File: src/rtl/latch_write_arbiter.sv
// Round-robin arbiter sharing one enable-gated latch bank among requesters.
// Each access runs setup -> enable window -> hold so D only moves while en=0.
module latch_write_arbiter #(
    parameter int NUM_REQ   = 4,
    parameter int DATA_W    = 8,
    parameter int EN_CYCLES = 2
) (
    input  logic                      clk,
    input  logic                      rst_n,
    input  logic [NUM_REQ-1:0]        req,
    input  logic [NUM_REQ-1:0]        clr,
    input  logic [NUM_REQ*DATA_W-1:0] wr_data,
    output logic [DATA_W-1:0]         lat_d,
    output logic                      lat_en,
    output logic                      lat_rst,
    output logic [NUM_REQ-1:0]        gnt,
    output logic [NUM_REQ-1:0]        ack,
    output logic                      busy
);
    localparam int IW = $clog2(NUM_REQ);
    localparam int CW = $clog2(EN_CYCLES + 1);
    localparam logic [CW-1:0] EN_LAST = CW'(EN_CYCLES - 1);
    localparam logic [IW-1:0] LAST_REQ = IW'(NUM_REQ - 1);
    localparam logic [IW:0] NUM_REQ_W = (IW+1)'(NUM_REQ);

    typedef enum logic [1:0] {IDLE, SETUP, ENABLE, HOLD} state_t;

    state_t state, next_state;
    logic [IW-1:0] ptr, win, win_inc, base, pick, idx;
    logic [IW:0] sum;
    logic [CW-1:0] cnt;
    logic cap_clr, found, go;

    logic [NUM_REQ-1:0] gnt_nx, ack_nx;
    logic [DATA_W-1:0] d_nx;
    logic en_nx, rst_nx;

    assign win_inc = (win == LAST_REQ) ? '0 : win + 1'b1;

    // Search starts at the pointer, or just past the finishing winner in HOLD
    // so a waiting requester is granted back-to-back with no idle cycle.
    always_comb begin
        base  = (state == HOLD) ? win_inc : ptr;
        found = 1'b0;
        pick  = '0;
        sum   = '0;
        idx   = '0;
        for (int i = 0; i < NUM_REQ; i++) begin
            sum = {1'b0, base} + (IW+1)'(i);
            if (sum >= NUM_REQ_W) begin
                sum = sum - NUM_REQ_W;
            end
            idx = sum[IW-1:0];
            if (!found && req[idx]) begin
                found = 1'b1;
                pick  = idx;
            end
        end
    end

    assign go = found && (state == IDLE || state == HOLD);

    always_ff @(posedge clk or negedge rst_n) begin
        if (!rst_n) begin
            state <= IDLE;
        end else begin
            state <= next_state;
        end
    end

    always_comb begin
        next_state = state;
        unique case (state)
            IDLE:    next_state = go ? SETUP : IDLE;
            SETUP:   next_state = ENABLE;
            ENABLE:  next_state = (cnt == EN_LAST) ? HOLD : ENABLE;
            HOLD:    next_state = go ? SETUP : IDLE;
            default: next_state = IDLE;
        endcase
    end

    always_comb begin
        gnt_nx = gnt;
        d_nx   = lat_d;
        ack_nx = '0;
        if (go) begin
            gnt_nx       = '0;
            gnt_nx[pick] = 1'b1;
            d_nx = clr[pick] ? '0 : wr_data[pick*DATA_W +: DATA_W];
        end else if (state == HOLD) begin
            gnt_nx = '0;
        end
        en_nx  = (next_state == ENABLE);
        rst_nx = en_nx && cap_clr;
        if (next_state == HOLD) begin
            ack_nx[win] = 1'b1;
        end
    end

    always_ff @(posedge clk or negedge rst_n) begin
        if (!rst_n) begin
            lat_d   <= '0;
            lat_en  <= 1'b0;
            lat_rst <= 1'b0;
            gnt     <= '0;
            ack     <= '0;
            ptr     <= '0;
            win     <= '0;
            cap_clr <= 1'b0;
            cnt     <= '0;
        end else begin
            lat_d   <= d_nx;
            lat_en  <= en_nx;
            lat_rst <= rst_nx;
            gnt     <= gnt_nx;
            ack     <= ack_nx;
            if (state == HOLD) begin
                ptr <= win_inc;
            end
            if (go) begin
                win     <= pick;
                cap_clr <= clr[pick];
            end
            cnt <= (state == ENABLE) ? cnt + 1'b1 : '0;
        end
    end

    assign busy = (state != IDLE);

endmodule

File: config.mk
export PLATFORM = sky130hd
export DESIGN_NAME = latch_write_arbiter
export DESIGN_NICKNAME = d
export VERILOG_FILES = /design/src/rtl/latch_write_arbiter.sv
export SDC_FILE = /design/constraint.sdc
export NUM_CORES = 1
export LEC_CHECK = 0
export ABC_AREA = 1
export CAP_MARGIN = 5
export CORE_MARGIN = 2
export CORE_UTILIZATION = 40
export CTS_CLUSTER_SIZE = 12
export DETAILED_ROUTE_END_ITERATION = 10
export GPL_ROUTABILITY_DRIVEN = 0
export GPL_TIMING_DRIVEN = 0
export MAX_ROUTING_LAYER = met4
export PLACE_DENSITY_LB_ADDON = 0.1
export SYNTH_ARGS = -nofsm -noshare
export SYNTH_HDL_FRONTEND = slang
export SYNTH_SLANG_ARGS = --single-unit
File: constraint.sdc
create_clock -name clk -period 3.7 [get_ports clk]
set_input_delay 0.555 -clock clk [delete_from_list [all_inputs] [get_ports clk]]
set_output_delay 0.555 -clock clk [all_outputs]
set_load 0.01 [all_outputs]
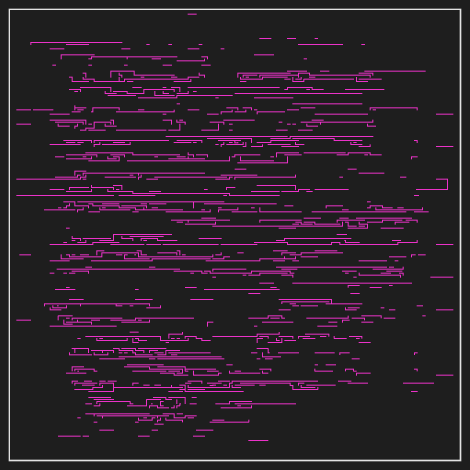
(the metal 1 layer)
Scale: 6 px per um.
share of all routed wire: 49%
nets with wire on the layer: 333
main direction: horizontal
wire length on this layer: 2290 um

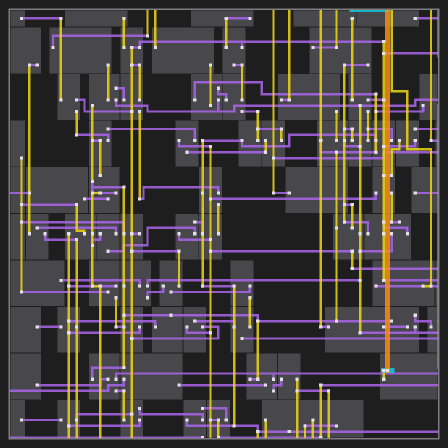
(zoomed window)
Region (6, 44) to (31, 69) um. Cells in grey, sequential cells in the stronger grey; small squares are vias.
[purple] metal 1
[orange] metal 4
[yellow] metal 2
[cyan] metal 3
sequential cells in the window: 0
most frequent: nand2_1 (33), nand3_1 (12), clkdlybuf4s50_1 (11)
cells with their middle in the window: 58

==> notes.md <==
Implementation results.

The flow ran to the end, and the final reports show no timing, DRC or antenna violations. The library cell with the highest instance count after synthesis is sky130_fd_sc_hd__nand2_1. The worst hold path startpoint is cnt[0]$_DFF_PN0_.

The detailed-placement wirelength estimate is 3.687 mm. For this block, the via count after detailed routing is 1920. The area fraction in full adders, half adders and majority gates is 0.05590. The critical path in this run is classified as register to register. The number of antenna violations at the first check in global routing is 0. The data arrival time of the critical path is 2.75 ns. The share of the core filled by cells before placement is 0.4209.

The slowest stage of the critical path belongs to the cell sky130_fd_sc_hd__dfrtp_1. Summing all multiplexer cells gives an area fraction of 0. The post-route cell area is 2759 um2. The core region area is 4786 um2. The maximum number of pins on one net before global-route repair is 28.

The async set-reset flop share out of synthesis is 1.000. Synthesis produced 280 cells. Ranking logic cells in the layout by count gives the top entries 105 x sky130_fd_sc_hd__nand2_1, 60 x sky130_fd_sc_hd__clkdlybuf4s50_1, 47 x sky130_fd_sc_hd__nand3_1, 27 x sky130_fd_sc_hd__dfrtp_1, 23 x sky130_fd_sc_hd__inv_1. In the final report, the number of pins over their slew limit comes to 0. Per the detail_route log, met2 wirelength is 2.156 mm.

The synthesis run shows the most used standard cells to be 105 x sky130_fd_sc_hd__nand2_1, 47 x sky130_fd_sc_hd__nand3_1, 27 x sky130_fd_sc_hd__dfrtp_1. The multi-input gate area in the final layout is 1177 um2. In the final timing run, aggregate negative setup slack is 0 ns. Per the slew report, the remaining headroom to the max-slew limit stands at 0.6391.

Among all flip-flop cells after synthesis, the most frequent one is sky130_fd_sc_hd__dfrtp_1. The script parses the final routing iteration and logs DRC violations as 0. The via count of the first global-routing pass came to 1734.

According to the floorplan log, the row count is 25. The count of inverters other than clock inverters in the layout is 24. The die footprint is 5620 um2.

The distinct cell type count after synthesis is 25. For this block, the routed nets add up to 4.652 mm of wire. The count of H-tree levels built during CTS is 1.

The number of antenna cells inserted is 0. Among the non-sequential cells, simple AND/OR/NAND/NOR gates take the most area. Looking at the worst setup and hold paths, the clock pins of their registers show a slew of 0.08 ns. The fraction of area in clock buffers and inverters is 0.01633.

The growth of design area from synthesis to finish is 36.96%. Traced cell by cell, the critical path runs through ha_1, inv_2, nand2_1, nand2_2, nand3_1, nand2_2, nand2_2, nand2_4, and2_4, nand2_2, a21oi_4, nand3_1, nand2_1, nor2_4, nand3_1, nand2_1. Recorded from the global router log, the overflow total was 0.

The number of flops mapped to enable cells by yosys is 0. Registers take 675.6 um2. The vertical die dimension reported for this design is 74.97 um. Per the final timing report, the hold violations number 0. According to the report, the first pass of detailed routing completed in 4 iterations.

The largest delay contributor family on the critical path is simple AND/OR/NAND/NOR gates. Dividing the detail-routed wire length by the instance count gives 11.29 um. Among all cell classes, the greatest summed area belongs to combinational gates.

STA lists the maximum fanout along the critical path as 10. STA classifies the critical path endpoint as a register. The chip area in the Yosys report is 2014 um2. The worst path needs 2.589 ns of the cycle, external delays included.

The met3 layer wire length in the routed design is 128 um. The flow inserted 67 tap cells. A synthesized cell averages 7.194 um2. The number of ports placed on the die boundary is 61.

The global routing report lists met3 layer usage as 0.009371. The number of violations of the max-capacitance limit is 0. After synthesis, the design contains 280 cells according to Yosys. The worst register-to-register path has a depth of 16. The count of hold-fix buffers inserted at cts is 0. TritonCTS built the clock tree.

The hold-critical path depth is 1. The first global-routing pass estimated 7.769 mm of wire. The longest clock path from root to sink contains 2 buffers. The count of buffers added by post-CTS timing repair for setup is 0.
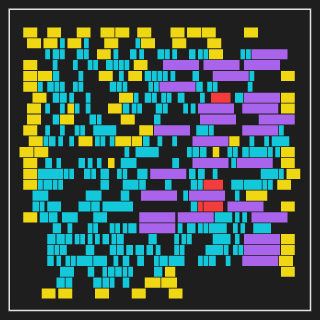
(placement by cell class)
Scale: 4 px per um.
[red] clock drivers and dummy loads | cells: 4
[cyan] combinational and other logic | cells: 244
[purple] sequential cells | cells: 27
[yellow] remaining buffers and delay cells | cells: 70

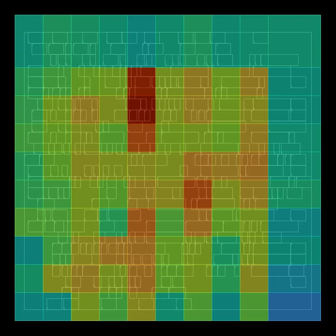
(routing congestion map)
global-route total usage across every layer: 0.1824
Global Route met2 Usage: 0.2856

==> per-stage QoR <==
stage                 util
floorplan                -
global placement    0.5639
detailed placement  0.5639
CTS                 0.5733
global route        0.5765
finish              0.5765
==> worst max-delay path by stage <==
stage,slack [ns],endpoint,startpoint,cells after the start
floorplan,1.48,lat_d[0]$_DFFE_PN0P_,win[0]$_DFFE_PN0P_,17
global placement,1.14,lat_d[0]$_DFFE_PN0P_,req[2],14
detailed placement,1.11,lat_d[0]$_DFFE_PN0P_,req[1],14
CTS,1.12,lat_d[0]$_DFFE_PN0P_,state[0]$_DFF_PN0_,16
global route,0.81,lat_d[1]$_DFFE_PN0P_,state[0]$_DFF_PN0_,17
finish,1.11,lat_d[0]$_DFFE_PN0P_,state[0]$_DFF_PN0_,16
